**Run 1: a small window of the routed layout**

The bar under the picture is 10 um long. Window x 12 to 37, y 12 to 37 um. Cells in grey, sequential cells in the stronger grey; small squares are vias.
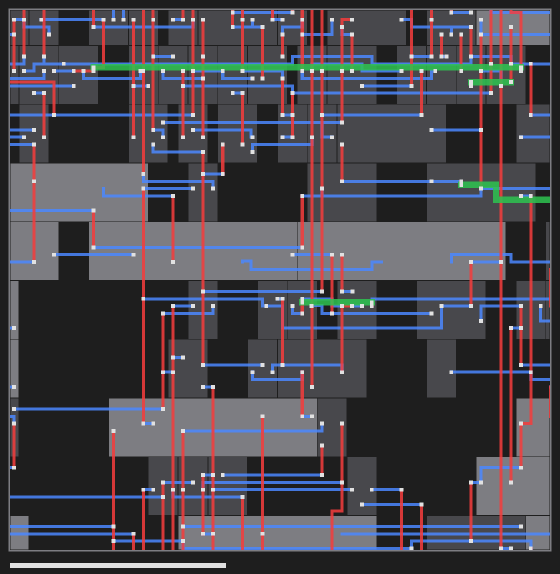
**Run 1: track usage over the die**

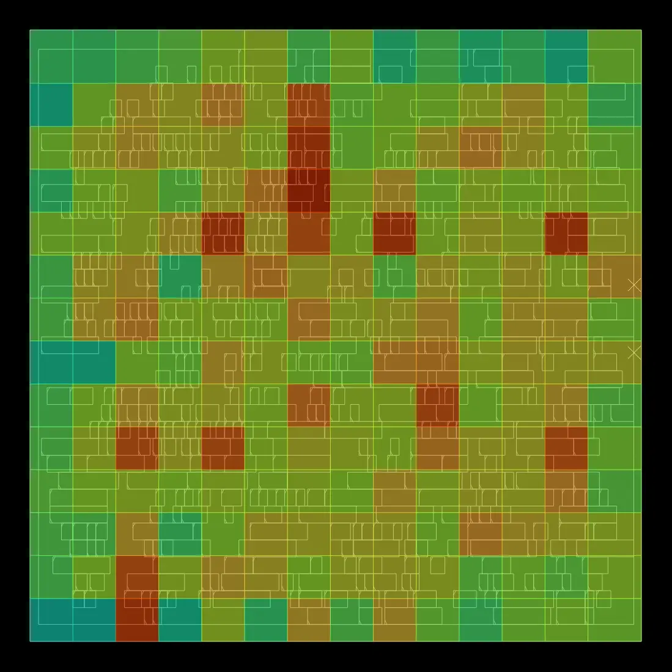
**Run 1: sequential cells grouped by signal name**

The bar under the picture is 20 um long. Other sequential cells in the stronger grey, the rest of the logic in the fainter grey.
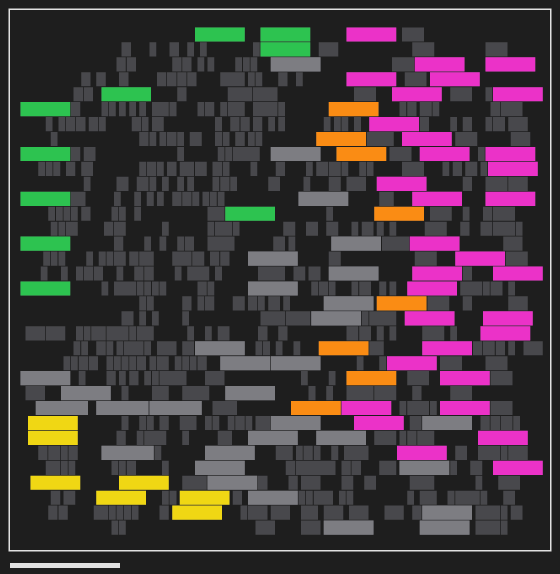
<file path="src/rtl/one_wire_rx_frame.sv">
`default_nettype none
// ============================================================================
// Module   : one_wire_rx_frame
// Brief    : 1-Wire slave receiver. Classifies master low pulses by width,
//            answers resets with a presence pulse and queues received bytes.
// Revision : 1.0 - initial release
// ============================================================================
module one_wire_rx_frame #(
    parameter int CLK_HZ       = 100_000_000,
    parameter int GLITCH_CYC   = 4,
    parameter int RESET_MIN_US = 450,
    parameter int ONE_MAX_US   = 15,
    parameter int ZERO_MIN_US  = 45,
    parameter int ZERO_MAX_US  = 120,
    parameter int PRES_WAIT_US = 30,
    parameter int PRES_LEN_US  = 120,
    parameter int MSB_FIRST    = 0,
    parameter int FIFO_DEPTH   = 4
) (
    input  logic                          clk,
    input  logic                          rst,
    input  logic                          enable,
    input  logic                          ow_in,
    output logic                          ow_drive_low,
    output logic [7:0]                    rx_data,
    output logic                          rx_valid,
    input  logic                          rx_ready,
    output logic [$clog2(FIFO_DEPTH):0]   rx_count,
    output logic                          reset_seen,
    output logic                          presence_active,
    output logic                          bit_error,
    output logic                          overflow
);

    localparam int c_TICK_DIV = CLK_HZ / 1_000_000;
    localparam int c_PRE_W    = $clog2(c_TICK_DIV);
    localparam int c_GL_W     = $clog2(GLITCH_CYC + 1);
    localparam int c_PTR_W    = $clog2(FIFO_DEPTH);
    localparam int c_CNT_W    = c_PTR_W + 1;

    localparam logic [c_PRE_W-1:0] c_PRE_MAX = c_PRE_W'(c_TICK_DIV - 1);
    localparam logic [c_GL_W-1:0]  c_GL_MAX  = c_GL_W'(GLITCH_CYC - 1);

    localparam logic [9:0] c_RESET_MIN      = 10'(RESET_MIN_US);
    localparam logic [9:0] c_ONE_MAX        = 10'(ONE_MAX_US);
    localparam logic [9:0] c_ZERO_MIN       = 10'(ZERO_MIN_US);
    localparam logic [9:0] c_ZERO_MAX       = 10'(ZERO_MAX_US);
    localparam logic [9:0] c_PRES_WAIT_LAST = 10'(PRES_WAIT_US - 1);
    localparam logic [9:0] c_PRES_LEN_LAST  = 10'(PRES_LEN_US - 1);
    localparam logic [9:0] c_WIDTH_SAT      = 10'd1023;

    localparam logic [c_CNT_W-1:0] c_FULL = c_CNT_W'(FIFO_DEPTH);

    localparam logic [2:0] c_ST_IDLE         = 3'd0;
    localparam logic [2:0] c_ST_ARMED        = 3'd1;
    localparam logic [2:0] c_ST_LOW          = 3'd2;
    localparam logic [2:0] c_ST_PRES_WAIT    = 3'd3;
    localparam logic [2:0] c_ST_PRES_DRIVE   = 3'd4;
    localparam logic [2:0] c_ST_PRES_RECOVER = 3'd5;

    logic [1:0]          r_sync;
    logic                r_line;
    logic                r_line_d;
    logic [c_GL_W-1:0]   r_glitch_cnt;
    logic [c_PRE_W-1:0]  r_pre;
    logic [2:0]          r_state;
    logic [9:0]          r_width;
    logic [2:0]          r_bit_cnt;
    logic [7:0]          r_shift;
    logic                r_push;
    logic [7:0]          r_push_data;
    logic                r_reset_seen;
    logic                r_bit_error;
    logic                r_overflow;
    logic [7:0]          r_mem [FIFO_DEPTH];
    logic [c_PTR_W-1:0]  r_wr_ptr;
    logic [c_PTR_W-1:0]  r_rd_ptr;
    logic [c_CNT_W-1:0]  r_count;

    logic       w_fall;
    logic       w_rise;
    logic       w_tick;
    logic       w_is_reset;
    logic       w_is_one;
    logic       w_is_zero;
    logic       w_reset_class;
    logic       w_bit_val;
    logic [7:0] w_shift_next;
    logic       w_pop;
    logic       w_full;
    logic       w_wr;

    // Line changes only after GLITCH_CYC consecutive disagreeing samples.
    always_ff @(posedge clk or posedge rst) begin
        if (rst) begin
            r_sync       <= 2'b11;
            r_line       <= 1'b1;
            r_line_d     <= 1'b1;
            r_glitch_cnt <= '0;
        end else begin
            r_sync   <= {r_sync[0], ow_in};
            r_line_d <= r_line;
            if (r_sync[1] != r_line) begin
                if (r_glitch_cnt == c_GL_MAX) begin
                    r_line       <= r_sync[1];
                    r_glitch_cnt <= '0;
                end else begin
                    r_glitch_cnt <= r_glitch_cnt + c_GL_W'(1);
                end
            end else begin
                r_glitch_cnt <= '0;
            end
        end
    end

    assign w_fall = r_line_d & ~r_line;
    assign w_rise = ~r_line_d & r_line;
    assign w_tick = (r_pre == c_PRE_MAX);

    always_ff @(posedge clk or posedge rst) begin
        if (rst) begin
            r_pre <= '0;
        end else if (w_fall || w_tick) begin
            r_pre <= '0;
        end else begin
            r_pre <= r_pre + c_PRE_W'(1);
        end
    end

    assign w_is_reset    = (r_width >= c_RESET_MIN);
    assign w_is_one      = (r_width != 10'd0) && (r_width <= c_ONE_MAX);
    assign w_is_zero     = (r_width >= c_ZERO_MIN) && (r_width <= c_ZERO_MAX);
    assign w_reset_class = enable && (r_state == c_ST_LOW) && w_rise && w_is_reset;
    assign w_bit_val     = w_is_one;

    generate
        if (MSB_FIRST != 0) begin : g_msb_first
            assign w_shift_next = {r_shift[6:0], w_bit_val};
        end else begin : g_lsb_first
            assign w_shift_next = {w_bit_val, r_shift[7:1]};
        end
    endgenerate

    // r_width doubles as the microsecond timer for the presence phases.
    always_ff @(posedge clk or posedge rst) begin
        if (rst) begin
            r_state      <= c_ST_IDLE;
            r_width      <= '0;
            r_bit_cnt    <= '0;
            r_shift      <= '0;
            r_push       <= 1'b0;
            r_push_data  <= '0;
            r_reset_seen <= 1'b0;
            r_bit_error  <= 1'b0;
        end else begin
            r_push       <= 1'b0;
            r_reset_seen <= 1'b0;
            if (!enable) begin
                r_state   <= c_ST_IDLE;
                r_bit_cnt <= '0;
                r_shift   <= '0;
            end else begin
                case (r_state)
                    c_ST_IDLE: begin
                        if (r_line) r_state <= c_ST_ARMED;
                    end
                    c_ST_ARMED: begin
                        if (w_fall) begin
                            r_state <= c_ST_LOW;
                            r_width <= '0;
                        end
                    end
                    c_ST_LOW: begin
                        if (w_rise) begin
                            r_state <= c_ST_ARMED;
                            if (w_is_reset) begin
                                r_reset_seen <= 1'b1;
                                r_bit_cnt    <= '0;
                                r_shift      <= '0;
                                r_bit_error  <= 1'b0;
                                r_width      <= '0;
                                r_state      <= c_ST_PRES_WAIT;
                            end else if (w_is_one || w_is_zero) begin
                                r_shift   <= w_shift_next;
                                r_bit_cnt <= r_bit_cnt + 3'd1;
                                if (r_bit_cnt == 3'd7) begin
                                    r_push      <= 1'b1;
                                    r_push_data <= w_shift_next;
                                end
                            end else begin
                                r_bit_error <= 1'b1;
                                r_bit_cnt   <= '0;
                                r_shift     <= '0;
                            end
                        end else if (w_tick && (r_width != c_WIDTH_SAT)) begin
                            r_width <= r_width + 10'd1;
                        end
                    end
                    c_ST_PRES_WAIT: begin
                        if (w_tick) begin
                            if (r_width == c_PRES_WAIT_LAST) begin
                                r_width <= '0;
                                r_state <= c_ST_PRES_DRIVE;
                            end else begin
                                r_width <= r_width + 10'd1;
                            end
                        end
                    end
                    c_ST_PRES_DRIVE: begin
                        if (w_tick) begin
                            if (r_width == c_PRES_LEN_LAST) begin
                                r_width <= '0;
                                r_state <= c_ST_PRES_RECOVER;
                            end else begin
                                r_width <= r_width + 10'd1;
                            end
                        end
                    end
                    c_ST_PRES_RECOVER: begin
                        if (r_line) r_state <= c_ST_ARMED;
                    end
                    default: r_state <= c_ST_IDLE;
                endcase
            end
        end
    end

    assign w_pop  = (r_count != '0) && rx_ready;
    assign w_full = (r_count == c_FULL);
    assign w_wr   = r_push && (!w_full || w_pop);

    // When full, a simultaneous pop frees the slot the push lands in.
    always_ff @(posedge clk or posedge rst) begin
        if (rst) begin
            for (int i = 0; i < FIFO_DEPTH; i++) r_mem[i] <= '0;
            r_wr_ptr   <= '0;
            r_rd_ptr   <= '0;
            r_count    <= '0;
            r_overflow <= 1'b0;
        end else begin
            if (w_wr) begin
                r_mem[r_wr_ptr] <= r_push_data;
                r_wr_ptr        <= r_wr_ptr + c_PTR_W'(1);
            end
            if (w_pop) r_rd_ptr <= r_rd_ptr + c_PTR_W'(1);
            case ({w_wr, w_pop})
                2'b10:   r_count <= r_count + c_CNT_W'(1);
                2'b01:   r_count <= r_count - c_CNT_W'(1);
                default: r_count <= r_count;
            endcase
            if (w_reset_class) begin
                r_overflow <= 1'b0;
            end else if (r_push && w_full && !w_pop) begin
                r_overflow <= 1'b1;
            end
        end
    end

    assign ow_drive_low    = enable && (r_state == c_ST_PRES_DRIVE);
    assign presence_active = ow_drive_low;
    assign rx_data         = r_mem[r_rd_ptr];
    assign rx_valid        = (r_count != '0);
    assign rx_count        = r_count;
    assign reset_seen      = r_reset_seen;
    assign bit_error       = r_bit_error;
    assign overflow        = r_overflow;

endmodule
`default_nettype wire
</file>
<file path="config.mk">
export PLATFORM = sky130hd
export DESIGN_NAME = one_wire_rx_frame
export DESIGN_NICKNAME = d
export VERILOG_FILES = /design/src/rtl/one_wire_rx_frame.sv
export SDC_FILE = /design/constraint.sdc
export NUM_CORES = 1
export LEC_CHECK = 0
export ABC_AREA = 1
export CAP_MARGIN = 20
export CELL_PAD_IN_SITES_DETAIL_PLACEMENT = 0
export CELL_PAD_IN_SITES_GLOBAL_PLACEMENT = 1
export CORE_UTILIZATION = 50
export CTS_CLUSTER_SIZE = 12
export DETAILED_ROUTE_END_ITERATION = 6
export PLACE_DENSITY_LB_ADDON = 0.1
export REMOVE_ABC_BUFFERS = 1
export SLEW_MARGIN = 10
export SYNTH_ARGS = -nofsm -noshare
export SYNTH_HDL_FRONTEND = slang
export SYNTH_SLANG_ARGS = --single-unit
</file>
<file path="constraint.sdc">
create_clock -name clk -period 8.75 [get_ports clk]
set_input_delay 1.75 -clock clk [delete_from_list [all_inputs] [get_ports clk]]
set_output_delay 1.75 -clock clk [all_outputs]
set_load 0.005 [all_outputs]
</file>
==> flow_summary.ini, run 1 <==
; physical design summary
[status]
status = finished with violations
violations = DRC

[placement]
portBuffers = 21
dp_slack_ns = 3.817

[cts]
cts_setup_buffers = 0
cts_tree = built
cts.repair.resized = 0
cts_buffers = 9

[floorplan]
dieArea_mm2 = 0.009661
ios = 22
die_h_um = 98.29

[logic_synthesis]
ys_warn_count = 0
syn-cell-area_mm2 = 0.004636
top_cells_by_area = dfrtp_1, nand2_1, mux2_2
largest_area_cell = dfrtp_1
avgSynthCellArea_um2 = 8.730

[min_path]
hold_class = reg -> reg

[routing]
drtIter0Drc = 127
drc = 2

[sta]
drv_slew = 0
setup_tns_ns = 0
period_minus_slack_ns = 4.944

[cells_and_area]
final-clk-cell-share_pct = 3.396
largest_class = registers
signal_buffers = 22
post-route-cell-area_mm2 = 0.005085
comb_area_mm2 = 0.002130
final_cell_count_no_fill = 664

[power]
irDropWorstVdd_mv = 0.1125

[grt]
gr-total-overflow = 0
antenna_found_initial = 0

[worst_setup_path]
worstPathCellList = clkdlybuf4s50_1 -> inv_1 -> nor2_1 -> clkdlybuf4s50_1
cpLargestDelayFamily = buffers and inverters
crit_path_max_fanout = 7
About 'a small window of the routed layout':
- M3: green
- M1: blue
- M2: red
- cells with their middle in the window: 53
- sequential cells in the window: 5
- most frequent: nand2_1 (11), nor2_1 (10), nand3_1 (5)

About 'track usage over the die':
grt met1 use: 29.36%
global-route met2 utilization: 35.43%
Tot GR Track Use: 21.38%
busiest grt layer: met2

About 'sequential cells grouped by signal name':
- `r_push_data`: orange (sequential cells 8)
- `r_pre`: yellow (sequential cells 7; where south-west)
- `r_mem`: magenta (sequential cells 32; where a vertical strip on the right)
- `r_width`: green (sequential cells 10)
Seq power: 501 uW
FF+latch area: 0.002207 mm2
final core occ: 57.47%
flop share of the area: 43.41%

[run 1: flip-flops by register name, indices dropped and copies added (netlist names), 3 cells and up]
signal / flops
r_glitch_cnt: 3
r_push_data: 8
r_mem: 32
r_state: 3
r_shift: 7
rx_count: 3
r_width: 10
r_pre: 7
r_bit_cnt: 3
[run 1: routing by layer]
layer / part of all wire, % / GRT usage, % / up-vias
li1: - / - / 1804
met1: 49 / 29.36 / 1649
met2: 48 / 35.43 / 44
met3: 2.7 / 3.865 / 6
met4: 0.71 / 4.937 / 0
met5: 0 / 0 / -
[run 1: kinds of logic (layout without fill, tap and decap cells)]
group	count (synthesis)	count (layout)	synth area share, %
buf+inv	72	97	6.450
mux	32	32	7.773
xor+xnor	7	7	1.323
simple gates	256	256	25.51
flops	88	88	47.61
compound gates	62	62	7.395
fa+ha+maj	14	14	3.941
[run 1: cell usage after synthesis]
cell type / count
nand3b_1: 1
buf_6: 2
nand2_1: 105
nor3b_1: 3
nor3_1: 4
o211ai_1: 2
inv_1: 53
fa_1: 1
o21ai_0: 25
o22ai_1: 14
xnor2_1: 2
dfstp_2: 4
o21ai_1: 3
nand3_1: 49
buf_4: 2
nand2_2: 7
nand4_1: 16
inv_2: 4
a211oi_1: 1
o21ai_2: 2
clkbuf_1: 4
buf_2: 5
nor2_4: 4
xor2_1: 5
dfrtp_1: 84
nor2_1: 52
and2_1: 1
a21oi_1: 15
nor2_2: 8
mux2_2: 32
clkinv_1: 2
nand3_2: 4
ha_1: 13
and3_1: 2
[run 1: where the power goes]
group | internal (mW) | leakage, nW | switching (mW)
combinational | 0.155 | 1.27 | 0.211
clock | 0.106 | 0.0801 | 0.149
sequential | 0.447 | 1.17 | 0.0541
**Run 1: nets reached from selected ports**

The bar under the picture is 20 um long.
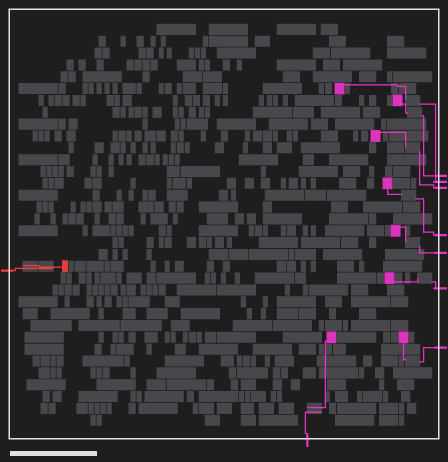

==> inputs of run 2 (changes only) <==
--- a/config.mk
+++ b/config.mk
@@ -9,7 +9,7 @@
 export CAP_MARGIN = 20
 export CELL_PAD_IN_SITES_DETAIL_PLACEMENT = 0
 export CELL_PAD_IN_SITES_GLOBAL_PLACEMENT = 1
-export CORE_UTILIZATION = 50
+export CORE_UTILIZATION = 46
 export CTS_CLUSTER_SIZE = 12
 export DETAILED_ROUTE_END_ITERATION = 6
 export PLACE_DENSITY_LB_ADDON = 0.1
==> constraint.sdc (replaced) <==
create_clock -name clk -period 5.05 [get_ports clk]
set_input_delay 1.01 -clock clk [delete_from_list [all_inputs] [get_ports clk]]
set_output_delay 1.01 -clock clk [all_outputs]
set_load 0.005 [all_outputs]
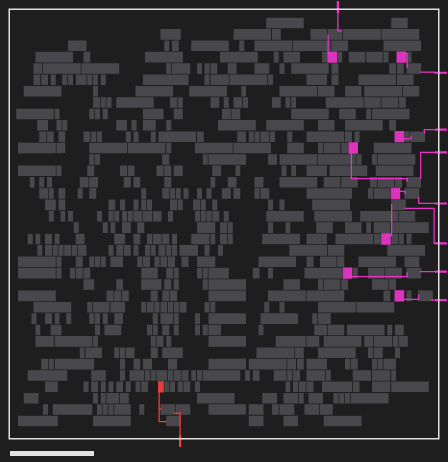
**Above:** run 2 (nets reached from selected ports).
The bar under the picture is 20 um long.
- `ow_drive_low`: red (bits 1; direction output; edge south; end cells 1; buffers 1; wire 16.8 um)
- `rx_data`: magenta (bits 8; direction output; edge 7 east, 1 north; end cells 8; buffers 8; wire 116 um)

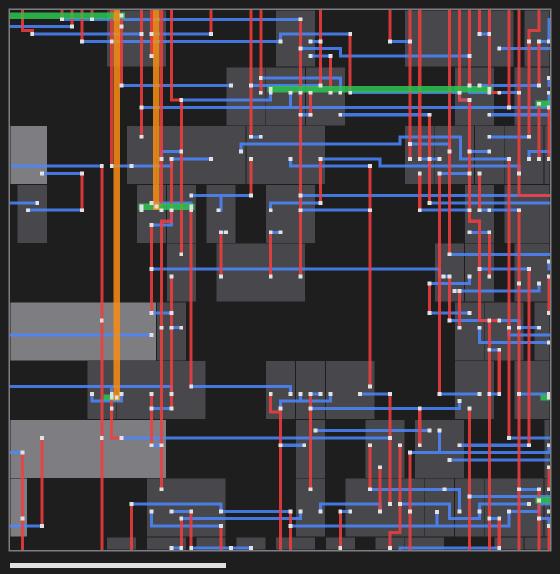
**Above:** run 2 (a small window of the routed layout).
The bar under the picture is 10 um long. Window x 13 to 38, y 13 to 38 um. Cells in grey, sequential cells in the stronger grey; small squares are vias.
- M3: green
- M2: red
- M1: blue
- M4: orange
- most frequent: nand3_1 (11), nand2_1 (7), nor2_1 (6)
- cells with their middle in the window: 49
- sequential cells in the window: 2
- netlist names of flops here include: `r_glitch_cnt` (1), `r_line_d` (1)

==> run 2 against run 1 <==
Against the previous run: the run now ends clean; clock-buffer cell count fell by 2; flip-flop count did not move; first-iteration DRC count rose by 19%; die area rose by 8.5%; combinational power rose by 74%; worst hold slack got worse by 0.0074 ns; sequential power rose by 73%; routed wire length rose by 4.1%; clock skew fell by 0.0018 ns; critical path depth did not move; critical path type unchanged; largest cell class unchanged.
==> flow_summary.ini, run 2 <==
; physical design summary
[status]
status = finished, final reports clean

[logic_synthesis]
largest_area_cell = dfrtp_1
yosys-mux-area-fraction_pct = 7.773
ys_warn_count = 0
top_cells_by_area = dfrtp_1, nand2_1, mux2_2
syn-cell-area_mm2 = 0.004636
yosysMostFrequentCell = nand2_1
ys_sh_aoi_pct = 7.395

[floorplan]
die_h_um = 102.4

[cells_and_area]
final_cell_count_no_fill = 690
post-route-cell-area_mm2 = 0.005190
post-route-util_pct = 53.10

[cts]
cts_buffers = 9
cts_setup_buffers = 0

[worst_setup_path]
cpLargestDelayFamily = buffers and inverters

[routing]
drc = 0

[sta]
setup_tns_ns = 0
period_minus_slack_ns = 3.441

[min_path]
hold_class = reg -> reg

[grt]
antenna_found_initial = 0
## run 2: cell counts after synthesis
Identical to the previous run, type by type.
## run 2: final timing paths
check                                          end  slack, ns  cells past startpoint
min reg2reg                    r_sync[1]$_DFF_PP1_       0.36                      0
max                                presence_active       1.61                      4
min                            r_sync[1]$_DFF_PP1_       0.36                      0
max in group asynchronous     r_mem[4]$_DFFE_PP0P_       3.37                      3
max reg2reg                rx_count[2]$_DFFE_PP0P_       2.94                      9
min in group asynchronous   r_state[0]$_DFFE_PP0P_       0.93                      2
## run 2: routing by layer
metal / part of all wire (%) / vias to the layer above / GRT usage, %
met1: 48 / 1695 / 26.98
met5: 0 / - / 0
met4: 2.3 / 0 / 9.231
met2: 47 / 66 / 33.40
met3: 3.0 / 13 / 3.899
li1: - / 1803 / -
## run 2: cell families (layout without fill, tap and decap cells)
family | count (synthesis) | count (layout)
adders and majority gates | 14 | 14
AOI/OAI and AO/OA | 62 | 62
DFF | 88 | 88
and+or+nand+nor | 256 | 256
buffers and inverters | 72 | 98
xor gates and xnor gates | 7 | 7
muxes | 32 | 32
## run 2: cell type report
cell class / count / area, um2
timing repair buffer: 23 / 237.7
clock buffer: 9 / 123.9
multi-input combinational: 371 / 2130
tap: 133 / 166.4
inverter: 59 / 222.7
fill: 940 / 4584
sequential: 88 / 2207
clock inverter: 7 / 102.6
## run 2: power breakdown
part | internal (mW) | switching [mW]
logic | 0.269 | 0.367
registers | 0.775 | 0.0945
clock network | 0.286 | 0.269
**Run 2: selected gate families**

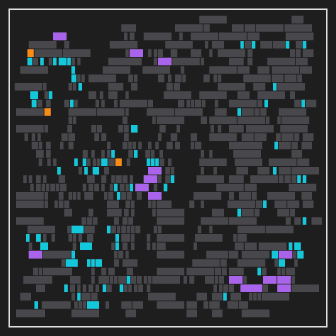

==> inputs of run 3 (changes only) <==
==> constraint.sdc (replaced) <==
create_clock -name clk -period 3.55 [get_ports clk]
set_input_delay 0.71 -clock clk [delete_from_list [all_inputs] [get_ports clk]]
set_output_delay 0.71 -clock clk [all_outputs]
set_load 0.005 [all_outputs]
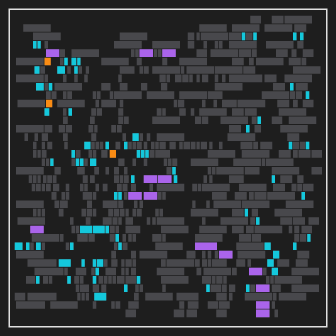
**Above:** run 3 (selected gate families).
- and/or cells: orange (cells 3)
- nor cells: cyan (cells 71; where widely spread)
- fa/ha/maj cells: purple (cells 14)
Comb/total area: 41.13%
most instantiated logic cell after routing: nand2_1
non-filler cells, final: 690

==> run 3 against run 2 <==
Against the previous run: critical path type unchanged; critical path depth unchanged; largest power group unchanged; flip-flop count unchanged; cell area fell by 0.24%.
==> flow_summary.ini, run 3 <==
; physical design summary
[floorplan]
dieArea_mm2 = 0.01048
ios = 22

[power]
p_sw_share_pct = 35.71
switchingPower_mw = 1.034
p_comb_uw = 939
power_leader = registers
pg_seq_mw = 1.21

[cts]
cts_setup_buffers = 0

[min_path]
hold_class = reg -> reg
holdPathEnd = r_sync[1]$_DFF_PP1_

[cells_and_area]
reg_top3 = r_mem (32), r_width (10), r_push_data (8)
largest_reg_flops = 32

[logic_synthesis]
syn-cell-area_mm2 = 0.004636
edf_count = 0
async_flop_share_pct = 100.0
yosys-top-cells-count = nand2_1, dfrtp_1, inv_1, nor2_1, nand3_1
yosys_most_used_dff = dfrtp_1
ys_sh_aoi_pct = 7.395
xor_area_share_pct = 1.323
fa_ha_area_share_pct = 3.941

[worst_setup_path]
r2r_cells = 9
crit_path_max_fanout = 7
r2r_slack_ns = 1.44

[routing]
met3_length_um = 226
drc = 0
wl_met1_um = 4699
highest_layer = met4
wl_met2_um = 4727

[sta]
drv_slew = 0

[grt]
gr-total-overflow = 0

[status]
status = finished, final reports clean

[placement]
portBuffers = 21
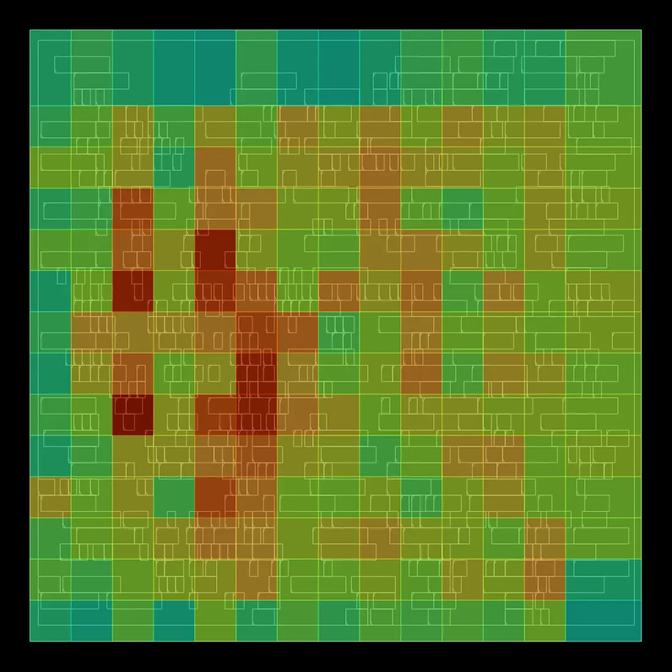
**Above:** run 3 (track usage over the die).
grt met1 use: 27.68%
global-route met2 utilization: 34.64%
average wire per cell in the routed design: 14.28 um

run 3: per-layer routing:
| metal | global-route usage [%] | vias up |
|---|---|---|
| met2 | 34.64 | 51 |
| li1 | - | 1802 |
| met3 | 2.736 | 14 |
| met1 | 27.68 | 1743 |
| met5 | 0 | - |
| met4 | 7.033 | 0 |
run 3: worst max path at each step:
stage | startpoint | endpoint | slack (ns) | cells past startpoint
after floorplan | rst | bit_error$_DFFE_PP0P_ | 0.57 | 1
after global placement | enable | ow_drive_low | 0.74 | 4
after detailed placement | enable | ow_drive_low | 0.69 | 4
after CTS | enable | ow_drive_low | 0.69 | 4
after global routing | enable | ow_drive_low | 0.61 | 4
final | enable | ow_drive_low | 0.69 | 4
run 3: area by class of cell:
| type | instances | area (um2) |
|---|---|---|
| timing repair buffer | 23 | 237.7 |
| tap | 133 | 166.4 |
| sequential | 88 | 2207 |
| inverter | 59 | 222.7 |
| multi-input combinational | 371 | 2130 |
| clock buffer | 11 | 151.4 |
| clock inverter | 5 | 62.56 |
| fill | 965 | 4597 |
run 3: per-stage QoR:
stage                     area, um2  setup WS, ns
after floorplan                4558        0.5681
after global placement         4964        0.7417
after detailed placement       4964        0.6892
after CTS                      5177        0.6888
after global routing           5177        0.6118
final                          5177        0.6887
run 3: cells by family (layout without fill, tap and decap cells):
group / Yosys count / count (layout)
AOI/OAI and AO/OA: 62 / 62
xor gates and xnor gates: 7 / 7
adders and majority gates: 14 / 14
buffers and inverters: 72 / 98
DFF: 88 / 88
muxes: 32 / 32
and+or+nand+nor: 256 / 256
run 3: worst max-delay path: stages:
cell and delay (ns):
clkdlybuf4s50_1 0.62, inv_1 0.14, nor2_1 0.16, clkdlybuf4s50_1 0.53
No activity file was given, so power comes from the tool's default toggle rates.
